==> images/power_grid.png <==
Scale bar: 50 µm. Pins as bars on the die edge.
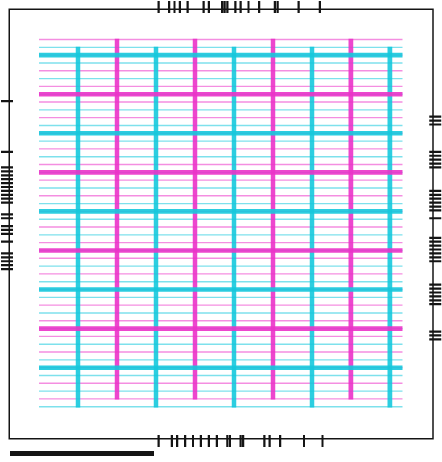
==> images/placement_by_type.png <==
Scale bar: 50 µm.
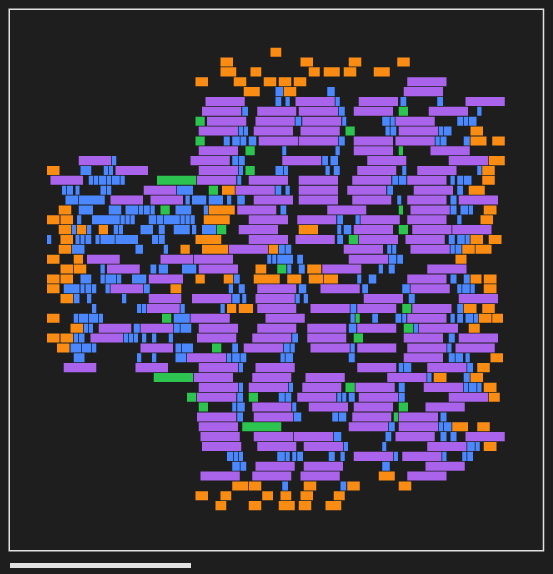
==> images/clk_routes.png <==
Scale bar: 50 µm.
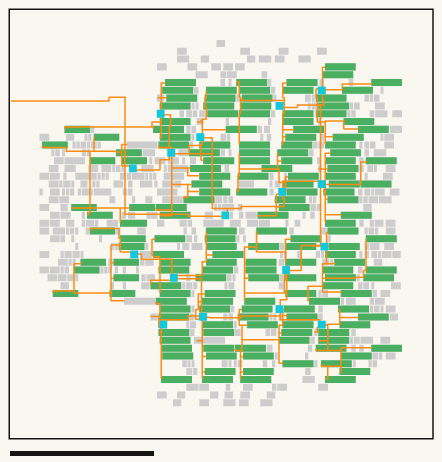
==> src/rtl/mips_pkg.sv <==
// mips_pkg: definitions shared by the MIPS32 front-end blocks.
//   - INSTR_W / OPCODE_W : instruction word and opcode field widths
//   - opcode_e           : primary opcodes (ADD..BEQZ, HLT)
//   - instr_type_e       : instruction classes used by decode (RR_ALU..HALT)
//   - is_hlt()           : true when a word carries the HLT opcode
//   - instr_type()       : classifies a word into instr_type_e
package mips_pkg;

    localparam int INSTR_W  = 32;
    localparam int OPCODE_W = 6;

    typedef enum logic [OPCODE_W-1:0] {
        ADD   = 6'b000000,
        SUB   = 6'b000001,
        AND   = 6'b000010,
        OR    = 6'b000011,
        SLT   = 6'b000100,
        MUL   = 6'b000101,
        LW    = 6'b001000,
        SW    = 6'b001001,
        ADDI  = 6'b001010,
        SUBI  = 6'b001011,
        SLTI  = 6'b001100,
        BNEQZ = 6'b001101,
        BEQZ  = 6'b001110,
        HLT   = 6'b111111
    } opcode_e;

    typedef enum logic [2:0] {
        RR_ALU = 3'b000,
        RM_ALU = 3'b001,
        LOAD   = 3'b010,
        STORE  = 3'b011,
        BRANCH = 3'b100,
        HALT   = 3'b101
    } instr_type_e;

    function automatic logic [OPCODE_W-1:0] opcode_of(input logic [INSTR_W-1:0] instr);
        return instr[INSTR_W-1 -: OPCODE_W];
    endfunction

    function automatic logic is_hlt(input logic [INSTR_W-1:0] instr);
        return opcode_of(instr) == HLT;
    endfunction

    // Unknown opcodes fall into RR_ALU; decode treats them as no-ops.
    function automatic instr_type_e instr_type(input logic [INSTR_W-1:0] instr);
        instr_type_e t;
        t = RR_ALU;
        case (opcode_of(instr))
            ADD, SUB, AND, OR, SLT, MUL: t = RR_ALU;
            ADDI, SUBI, SLTI:            t = RM_ALU;
            LW:                          t = LOAD;
            SW:                          t = STORE;
            BNEQZ, BEQZ:                 t = BRANCH;
            HLT:                         t = HALT;
            default:                     t = RR_ALU;
        endcase
        return t;
    endfunction

endpackage

==> src/rtl/mips_sync_fifo.sv <==
// mips_sync_fifo: small register-based FIFO holding fetched entries.
//   clk1  : clock, all updates on posedge
//   rst   : asynchronous active-high reset (empties the FIFO)
//   push  : write din at the tail (ignored when full without a pop)
//   pop   : remove the head entry (ignored when empty)
//   flush : empty the FIFO this edge; overrides push and pop
//   din   : entry to write
//   count : number of valid entries, 0..DEPTH
//   head  : oldest entry, read straight from the storage registers
// DEPTH must be a power of two so the pointers wrap by plain overflow.
module mips_sync_fifo
    import mips_pkg::*;
#(
    parameter int WIDTH = 37,
    parameter int DEPTH = 4
) (
    input  logic                     clk1,
    input  logic                     rst,
    input  logic                     push,
    input  logic                     pop,
    input  logic                     flush,
    input  logic [WIDTH-1:0]         din,
    output logic [$clog2(DEPTH):0]   count,
    output logic [WIDTH-1:0]         head
);

    localparam int PW = $clog2(DEPTH);
    localparam logic [PW:0] FULL_COUNT = (PW+1)'(DEPTH);

    logic [WIDTH-1:0] mem [DEPTH];
    logic [PW-1:0]    rd_ptr_reg;
    logic [PW-1:0]    wr_ptr_reg;
    logic [PW:0]      count_reg;
    logic             do_push;
    logic             do_pop;

    assign do_pop  = pop && (count_reg != '0);
    // A push into a full FIFO is only legal when the head leaves on the same edge.
    assign do_push = push && ((count_reg != FULL_COUNT) || do_pop);

    always_ff @(posedge clk1 or posedge rst) begin
        if (rst) begin
            rd_ptr_reg <= '0;
            wr_ptr_reg <= '0;
            count_reg  <= '0;
        end else if (flush) begin
            rd_ptr_reg <= '0;
            wr_ptr_reg <= '0;
            count_reg  <= '0;
        end else begin
            if (do_push) begin
                wr_ptr_reg <= wr_ptr_reg + PW'(1);
            end
            if (do_pop) begin
                rd_ptr_reg <= rd_ptr_reg + PW'(1);
            end
            case ({do_push, do_pop})
                2'b10:   count_reg <= count_reg + (PW+1)'(1);
                2'b01:   count_reg <= count_reg - (PW+1)'(1);
                default: count_reg <= count_reg;
            endcase
        end
    end

    // Storage needs no reset: nothing is visible until count says so.
    always_ff @(posedge clk1) begin
        if (do_push && !flush) begin
            mem[wr_ptr_reg] <= din;
        end
    end

    assign head  = mem[rd_ptr_reg];
    assign count = count_reg;

endmodule

==> src/rtl/mips_fetch_queue.sv <==
// mips_fetch_queue: instruction prefetch unit feeding the decode stage.
//   clk1           : clock, all updates on posedge
//   rst            : asynchronous active-high reset
//   imem_req       : read request to instruction memory (always accepted)
//   imem_addr      : word address of the request
//   imem_rdata     : read data, valid the cycle after imem_req
//   id_valid       : queue head is valid for decode
//   id_ready       : decode takes the head this cycle
//   id_instr       : head instruction
//   id_npc         : head instruction address + 1
//   redirect_valid : taken branch pulse; flush and refetch
//   redirect_pc    : branch target word address
//   halted         : HLT has been enqueued, fetching stopped
//   occupancy      : current queue count
// Issue is credit based: queued entries plus the one possible read in
// flight never exceed DEPTH, so every response has a free slot waiting.
module mips_fetch_queue
    import mips_pkg::*;
#(
    parameter int          DEPTH    = 4,
    parameter int          AW       = 5,
    parameter int unsigned RESET_PC = 0
) (
    input  logic                   clk1,
    input  logic                   rst,
    output logic                   imem_req,
    output logic [AW-1:0]          imem_addr,
    input  logic [INSTR_W-1:0]     imem_rdata,
    output logic                   id_valid,
    input  logic                   id_ready,
    output logic [INSTR_W-1:0]     id_instr,
    output logic [AW-1:0]          id_npc,
    input  logic                   redirect_valid,
    input  logic [AW-1:0]          redirect_pc,
    output logic                   halted,
    output logic [$clog2(DEPTH):0] occupancy
);

    localparam int CW = $clog2(DEPTH) + 1;
    localparam int EW = AW + INSTR_W;
    localparam logic [AW-1:0] RESET_ADDR   = AW'(RESET_PC);
    localparam logic [CW:0]   CREDIT_LIMIT = (CW+1)'(DEPTH);

    logic [AW-1:0] pc_reg;
    logic [AW-1:0] req_addr_reg;
    logic          inflight_reg;
    logic          halted_reg;

    logic          issue;
    logic          do_push;
    logic          do_pop;
    logic [CW-1:0] count;
    logic [CW:0]   credit_used;
    logic [EW-1:0] push_entry;
    logic [EW-1:0] head_entry;

    // Slots already promised: stored entries plus the read still in flight.
    assign credit_used = {1'b0, count} + {{CW{1'b0}}, inflight_reg};

    assign issue     = !rst && !halted_reg && !redirect_valid && (credit_used < CREDIT_LIMIT);
    assign imem_req  = issue;
    assign imem_addr = pc_reg;

    // A redirect in the issue cycle blocks the issue itself, so inflight_reg
    // already excludes that case; here only the current redirect and halt gate it.
    assign do_push    = inflight_reg && !redirect_valid && !halted_reg;
    assign push_entry = {req_addr_reg + AW'(1), imem_rdata};

    assign id_valid = (count != '0) && !redirect_valid;
    assign do_pop   = id_valid && id_ready;

    always_ff @(posedge clk1 or posedge rst) begin
        if (rst) begin
            pc_reg       <= RESET_ADDR;
            req_addr_reg <= RESET_ADDR;
            inflight_reg <= 1'b0;
            halted_reg   <= 1'b0;
        end else if (redirect_valid) begin
            // Redirect beats everything: the pending response is forgotten and
            // a halt is lifted so fetching restarts from the target.
            pc_reg       <= redirect_pc;
            inflight_reg <= 1'b0;
            halted_reg   <= 1'b0;
        end else begin
            inflight_reg <= issue;
            if (issue) begin
                pc_reg       <= pc_reg + AW'(1);
                req_addr_reg <= pc_reg;
            end
            if (do_push && is_hlt(imem_rdata)) begin
                halted_reg <= 1'b1;
            end
        end
    end

    mips_sync_fifo #(
        .WIDTH (EW),
        .DEPTH (DEPTH)
    ) u_fifo (
        .clk1  (clk1),
        .rst   (rst),
        .push  (do_push),
        .pop   (do_pop),
        .flush (redirect_valid),
        .din   (push_entry),
        .count (count),
        .head  (head_entry)
    );

    assign id_npc    = head_entry[EW-1 -: AW];
    assign id_instr  = head_entry[INSTR_W-1:0];
    assign halted    = halted_reg;
    assign occupancy = count;

endmodule
==> config.mk <==
export PLATFORM = sky130hd
export DESIGN_NAME = mips_fetch_queue
export DESIGN_NICKNAME = d
export VERILOG_FILES = /design/src/rtl/mips_pkg.sv /design/src/rtl/mips_sync_fifo.sv /design/src/rtl/mips_fetch_queue.sv
export SDC_FILE = /design/constraint.sdc
export NUM_CORES = 1
export LEC_CHECK = 0
export ABC_AREA = 1
export ABC_CLOCK_PERIOD_IN_PS = 3100
export CAP_MARGIN = 25
export CORE_AREA = 10 10 137 139
export CTS_BUF_LIST = sky130_fd_sc_hd__clkbuf_4
export CTS_CLUSTER_DIAMETER = 80
export CTS_CLUSTER_SIZE = 24
export DETAILED_ROUTE_END_ITERATION = 16
export DIE_AREA = 0 0 147 149
export PLACE_DENSITY = 0.65
export SLEW_MARGIN = 20
export SYNTH_ARGS = -nofsm -noshare
export SYNTH_HDL_FRONTEND = slang
export SYNTH_SLANG_ARGS = --single-unit
==> constraint.sdc <==
create_clock -name clk1 -period 3.1 [get_ports clk1]
set_clock_uncertainty 0.2 [all_clocks]
set_input_delay 0.62 -clock clk1 [delete_from_list [all_inputs] [get_ports clk1]]
set_output_delay 0.62 -clock clk1 [all_outputs]
set_load 0.01 [all_outputs]
==> reports/qor.yml <==
vias_per_cell: 5.012
fmax_mhz: 331.7
power_uw: 5705
cts-resized-gates: 22
yosys-top-cells-count: "148 x edfxtp_1, 89 x nor2_1, 77 x o21ai_0, 37 x o22ai_1, 31 x nand2_1"
crit_chain: "inv_2 > buf_6 > nor2_1 > o22ai_1 > clkdlybuf4s50_1"
synth.area.top_cells: "edfxtp_1 67%, dfrtp_1 7.2%, o21ai_0 5.8%, nor2_1 5.1%, o22ai_1 3.5%"
critPathLaunch: "u_fifo.rd_ptr_reg[0]"
yosys_most_used_dff: "edfxtp_1"
drive_gt1_frac: 0.1078
slowest_stage: "clkdlybuf4s50_1"
flop-count: 167
synthArstFlopShare: 0.1138
ys.flops: 167
top_area_cell: "edfxtp_1"
crit-reg2reg-launch: "u_fifo.count[1]"
clk_share: 0.03303
status: "completed"
p_switching_uw: 1757
comb_area_um2: 1523
p_int_uw: 3948
fp_util: 0.4083
comb_power_share: 0.304
ys_sh_mux: 0
openroad.warnings: 32
p_seq_frac: 0.485
numCtsBuffers: 17
fp_nets: 541
seq_share: 0.6014
tightest_slew_ps: 744.7
pin_count: 89
drt_first_iter_violations: 155
dp_hpwl_um: 8619
drv_slew: 0
n_fill_cell: 1375
setup_viol: 0
wirelength_um: 13730
num_tap_cells: 220
ff2ff_setup_slack_ps: 980
-- power_grid.png (at the start) --
- cyan: VSS
- magenta: VDD
- met1 rails: 48
- rows: 47
- met4 straps: 9
Die X-Extent: 147 µm
Worst VDD drop: 0.2873 mV
CORE AREA: 16,170 µm²
die height: 149 µm

-- placement_by_type.png (at the start) --
- purple: flops (cells 167; share of their area 62%)
- blue: combinational and other logic (cells 300; share of their area 20%)
- orange: other buffers and delay cells (cells 107; share of their area 14%)
- green: clock drivers and dummy loads (cells 29; share of their area 3.4%)

-- clk_routes.png (at the start) --
- orange: clock wires (length 1,540 µm)
- cyan: clock drivers (count 17)
- green: flip-flops (count 167)
- routed clock nets: 18
Clock Power: 1200 µW
clk latency late pin: 550 ps

==> metal layers <==
| layer | routed length (µm) | vias to the layer above | part of all wire | global-route usage |
|---|---|---|---|---|
| li1 | - | 1999 | - | - |
| met1 | 5961 | 1994 | 0.43 | 0.1518 |
| met2 | 6653 | 114 | 0.48 | 0.2081 |
| met3 | 926 | 16 | 0.067 | 0.04854 |
| met4 | 174 | 2 | 0.013 | 0.04856 |
| met5 | 12 | - | 0.00087 | 0 |
==> power groups by stage <==
stage,combinational [µW],sequential [µW],clock (µW)
after floorplan,920,2800,0
after global placement,1760,2820,0
after detailed placement,1790,2830,0
after CTS,1790,2770,1230
after global routing,1930,2790,1320
final,1740,2770,1200
No activity file was given, so power comes from the tool's default toggle rates.
